Design mem_sram_ctrl, sky130hd; sources not shown.
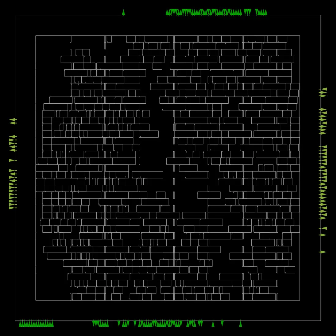
Run 1: placement view
Tapcell Cnt: 143
Row Count: 39

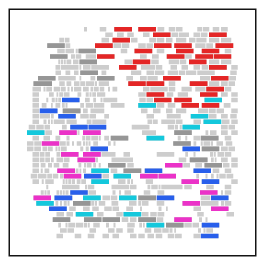
Run 1: register map, names as in the netlist
Drawn at 2 px/µm. Other sequential cells in the stronger gray, the rest of the logic in the fainter gray.
[cyan] `st_hi_q` | flops: 16
[blue] `sram_addr` | flops: 18
[magenta] `widx_q` | flops: 17
[red] `rd_data` | flops: 32
Final Util: 62.21%
register fraction of the total cell area: 38.73%
flip-flop and latch power: 4.33 mW
sequential cell area in the final layout: 2704 µm²

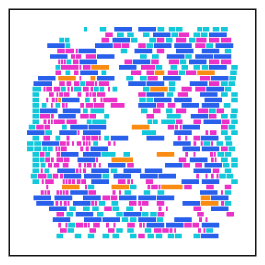
Run 1: placed cells, one color a class
Drawn at 2 px/µm.
[cyan] remaining buffers and delay cells | cells: 176
[magenta] remaining logic cells | cells: 253
[orange] clock drivers and dummy loads | cells: 15
[blue] sequential cells | cells: 108
Non-Filler Cell Area, Final: 6982 µm²
core outline area: 11220 µm²

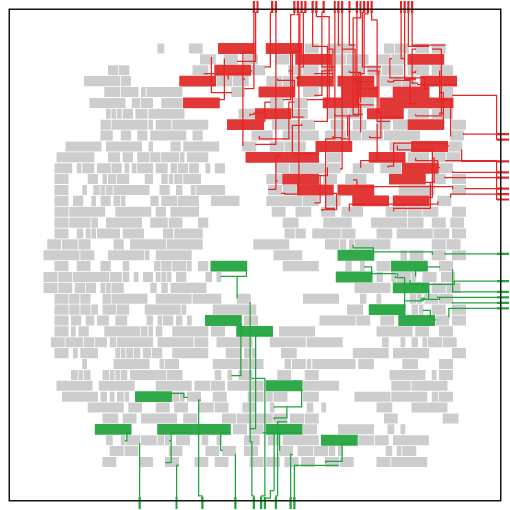
Run 1: port wiring
Drawn at 4 px/µm.
[green] `sram_dq_out` | bits: 16 | direction: output | edge: 10 bottom, 6 right | end cells: 16 | buffers: 16 | wire: 512 µm
[red] `rd_data` | bits: 32 | direction: output | edge: 24 top, 8 right | end cells: 32 | buffers: 32 | wire: 1260 µm
Buffers on Ports: 137
number of placed I/O pins: 153

==> run_results.csv, run 1 <==
group,metric,value,unit
cells_and_area,layout-drive-gt1-share,24.64,%
cells_and_area,fillCellCount,904,
placement,dp_hpwl,8588,µm
global_route,grt_use_total,15.98,%
floorplanning,die_height,122.5,µm
power_and_ir_drop,power.switching_fraction,33.64,%
cts,clk_pin_slew_worst_paths,70,ps
logic_synthesis,synth_sequential_area_ratio,56.75,%
detailed_routing,initial_drc_count,230,
detailed_routing,routedWlPerCell,16.87,µm
cells_and_area,layout.nets,640,
logic_synthesis,ys_ff,108,
power_and_ir_drop,cellInternalPower,8.573,mW
cts,tritoncts,"done",
global_route,number_of_antenna_violations_at_the_first_check_in_global_routing,0,
sta,slew_headroom,66.32,%
sta,slew_violations,0,
logic_synthesis,synthesis.area,4765,µm²
sta,timing.final.ws_setup,-23.53,ps
run_status,run_status,"complete, but fails checks",
sta,finalCritPeriodShare,101.3,%
sta,grt_setup_unrepaired,"yes",
power_and_ir_drop,worst_vdd_drop,0.0009429,V
sta,final_report_hold_violation_count,0,
detailed_routing,dr.pass1.iters,6,
detailed_routing,routed-via-count,3424,
worst_setup_path,crit_path_end_kind,"register",
floorplanning,chipArea,15010,µm²
cells_and_area,combGateArea,2007,µm²
power_and_ir_drop,clockPowerShare,16.5,%
power_and_ir_drop,combinational_power_share,50.0,%
worst_setup_path,worst-r2r-cell-count,7,
worst_setup_path,worst-r2r-setup-slack,-20,ps
cells_and_area,final_cell_mix,"clkdlybuf4s50_1 (134), dfrtp_1 (107), nand2_1 (49)",
sta,timing.final.crit_period,1824,ps
run_status,failed_checks,"negative setup slack",
sta,finalSetupViolCount,16,
cells_and_area,number_of_flip_flops_under_the_largest_register_name,32,
placement,detailedPlace.worstSlack,-321.6,ps
## run 1: cell families after synthesis
group	synth area share, %
DFF	56.75
muxes	20.77
and+or+nand+nor	8.036
AOI/OAI and AO/OA	7.301
buffers and inverters	3.204
xor gates and xnor gates	1.838
adders and majority gates	2.101
## run 1: cell usage after synthesis, drive strengths merged
cell,n,area share (%)
dfrtp,107,56
mux2,59,16
nand2,51,4.3
o21ai,42,4.4
mux2i,25,5.3
buf,13,2.2
nor2,13,1.2
ha,8,2.1
inv,7,0.55
xnor2,7,1.3
a21oi,6,0.63
clkbuf,6,0.50
nand3,4,0.42
o211ai,4,0.63
a22o,3,0.58
xor2,3,0.55
a22oi,2,0.42
a31oi,2,0.26
nand2b,2,0.26
nor3,2,0.32
nor3b,2,0.32
nor4,2,0.39
a31o,1,0.18
dfstp,1,0.55
nand3b,1,0.16
nand4,1,0.13
o2bb2ai,1,0.18
or2,1,0.13
or3b,1,0.24
or4,1,0.16
## run 1: what timing repair did
item | in CTS | in global routing
gates cloned | 2 | 0
gates resized | 11 | 9
hold buffers | 1 | 0
pin swaps | 2 | 3
endpoints found under the hold margin | 20 | 0
buffers inserted | 3 | 3
setup endpoints to repair | 47 | 69
## run 1: critical path, delay by kind of cell (launching register included)
kind          cells  cell delay (ps)
flops             1              400
mux               1              330
fa+ha+maj         1              120
buf+inv           2              230
simple gates      3              630
## run 1: layout make-up
cell class                 instances  area share (%)
tap                              143           2.563
inverter                           7          0.3763
multi-input combinational        246           28.75
sequential                       108           38.73
clock buffer                      11           3.620
clock inverter                     4           1.039
timing repair buffer             176           24.93
## run 1: metal layers
metal | track usage (%) | wire (µm) | up-vias
met3 | 4.600 | 631 | 13
met4 | 5.027 | 211 | 0
li1 | - | - | 1647
met2 | 26.34 | 5912 | 82
met5 | 0 | 0 | -
met1 | 19.93 | 4969 | 1682
## run 1: power groups by stage
stage | Combinational (mW) | Clock [mW] | Sequential [mW]
6_report | 6.46 | 2.13 | 4.33
5_1_grt | 7.01 | 2.30 | 4.46
4_1_cts | 6.44 | 2.19 | 4.33
2_1_floorplan | 3.11 | 0 | 4.62
3_5_place_dp | 6.25 | 0 | 4.36
3_3_place_gp | 6.07 | 0 | 4.28
Run 1, clock network drawn from the DEF:
Drawn at 2 px/µm.
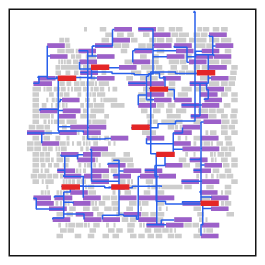

==> inputs of run 2 (changes only) <==
--- a/config.mk
+++ b/config.mk
@@ -10,7 +10,8 @@
 export CORE_UTILIZATION = 42
 export DETAILED_ROUTE_END_ITERATION = 6
 export GPL_ROUTABILITY_DRIVEN = 0
-export PLACE_DENSITY = 0.76
+export GPL_TIMING_DRIVEN = 0
+export PLACE_DENSITY_LB_ADDON = 0.05
 export SLEW_MARGIN = 25
 export SYNTH_ARGS = -nofsm -noshare
 export SYNTH_HDL_FRONTEND = slang
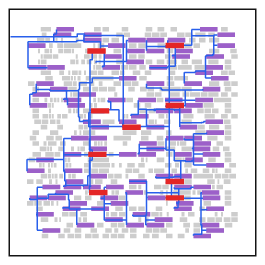
Run 2: clock network drawn from the DEF
Drawn at 2 px/µm.
[red] clock-net drivers | count: 9
[purple] flip-flops | count: 108
[blue] clock wires | length: 1290 µm
routed clock nets: 10
flops lie: all over the die
final setup skew: 3.655 ps
power in the clock group: 2.29 mW

==> run_results.csv, run 2 <==
group,metric,value,unit
run_status,run_status,"complete, but fails checks",
run_status,failed_checks,"negative setup slack",
logic_synthesis,post_synth_main_area_contributors,"dfrtp_1 (56%), mux2_2 (9.2%), mux2_4 (6.3%)",
cells_and_area,fillCellCount,928,
floorplanning,fp-row-count,39,
cells_and_area,layout.nets,635,
detailed_routing,initial_drc_count,133,
sta,timing.final.crit_period,1907,ps
logic_synthesis,async_reset_ff_share,100.0,%
floorplanning,core_area,11220,µm²
worst_setup_path,worst-r2r-setup-slack,-110,ps
sta,grt_setup_unrepaired,"yes",
floorplanning,number_of_placed_i_o_pins,153,
logic_synthesis,number_of_flops_mapped_to_enable_cells_by_yosys,0,
logic_synthesis,synth_dominant_cell_count,"dfrtp_1",
logic_synthesis,synth_top_flop_cell,"dfrtp_1",
cts,tritoncts,"done",
cells_and_area,final_cell_mix,"clkdlybuf4s50_1 (134), dfrtp_1 (107), mux2_2 (38)",
logic_synthesis,logic_family,"multiplexers",
sta,slew_violations,0,
logic_synthesis,yosys.area_share.aoi,7.300,%
cells_and_area,stdcell_area,7094,µm²
logic_synthesis,ys_ff,108,
sta,slew_headroom,68.09,%
cells_and_area,number_of_flip_flops_under_the_largest_register_name,32,
logic_synthesis,synth.largest_area_cell,"dfrtp_1",
worst_setup_path,crit_path_end_kind,"register",
placement,io_buffer_count,137,
logic_synthesis,netlist_top_cells_count,"dfrtp_1 (107), nand2_1 (49), mux2_2 (39)",
worst_setup_path,worst-r2r-cell-count,8,
logic_synthesis,yosys.area_share.simple,8.036,%
sta,finalSetupViolCount,62,
sta,timing.final.ws_setup,-107.4,ps
detailed_routing,dr.pass1.iters,4,
floorplanning,chipArea,15010,µm²
logic_synthesis,adder_area_share,2.101,%
detailed_routing,routed-via-count,3430,
logic_synthesis,synthesis.area,4765,µm²
sta,finalCritPeriodShare,106.0,%
logic_synthesis,synthMuxAreaShare,20.77,%
cells_and_area,final_util,63.21,%
global_route,grt_use_total,16.35,%
logic_synthesis,post_synth_xor_area_fraction,1.838,%
cts,clk_pin_slew_worst_paths,70,ps
logic_synthesis,synth_sequential_area_ratio,56.75,%
floorplanning,die_height,122.5,µm
==> run 2: cell counts after synthesis <==
Identical to the previous run, type by type.
==> run 2: where the power goes <==
group          internal, mW  leakage (nW)  switching (mW)
clock network          1.43         0.173           0.851
registers              3.67          1.30           0.697
logic                  3.97          1.65            3.00
==> run 2: repair_timing <==
action | CTS | global route
pin swaps | 3 | 26
resized | 28 | 49
buffers inserted | 10 | 2
hold endpoints to repair | 45 | 0
hold buffers | 1 | 0
setup endpoints to repair | 87 | 105
gates cloned | 0 | 4
==> run 2: kinds of logic (layout without fill, tap and decap cells) <==
| group | count (synthesis) | count (layout) |
|---|---|---|
| flops | 108 | 108 |
| buf+inv | 26 | 196 |
| mux | 84 | 84 |
| fa+ha+maj | 8 | 8 |
| simple gates | 81 | 81 |
| compound gates | 61 | 61 |
| xor+xnor | 10 | 10 |
==> run 2: layout make-up <==
class                           instances  area [µm²]  share of cell area [%]
Tap cell                              143       178.9                   2.522
Inverter                                7       26.28                  0.3704
Clock inverter                          4       95.09                   1.340
Timing Repair Buffer                  155        1620                   22.84
Multi-Input combinational cell        244        2043                   28.80
Sequential cell                       108        2704                   38.11
Clock buffer                           12       256.5                   3.616
Buffer                                 18       170.2                   2.399
==> run 2: stage by stage <==
step / hold slack [ps] / setup WS, ps
after floorplan: 64.41 / 4.142
after global placement: 461.5 / -3828
after detailed placement: 325.9 / -539.7
after CTS: 486.3 / -80.58
after global routing: 396.8 / -166.8
final: 373.3 / -107.4
==> run 2: worst max-delay path, stage by stage (launching register included) <==
cell	delay (ps)
dfrtp_1	390
inv_2	70
ha_2	170
or3b_4	430
a22o_4	320
buf_12	150
clkbuf_16	160
nand2_2	50
o21ai_1	60
==> run 2: layer usage <==
layer	wire [µm]	share of wire, %	GRT usage (%)	vias to the layer above
met5	0	0	0	-
met4	220	1.8	7.159	0
met3	791	6.5	3.542	13
met2	5895	48	26.31	79
met1	5283	43	20.87	1688
li1	-	-	-	1650
Power is estimated from default activity; no workload was simulated.
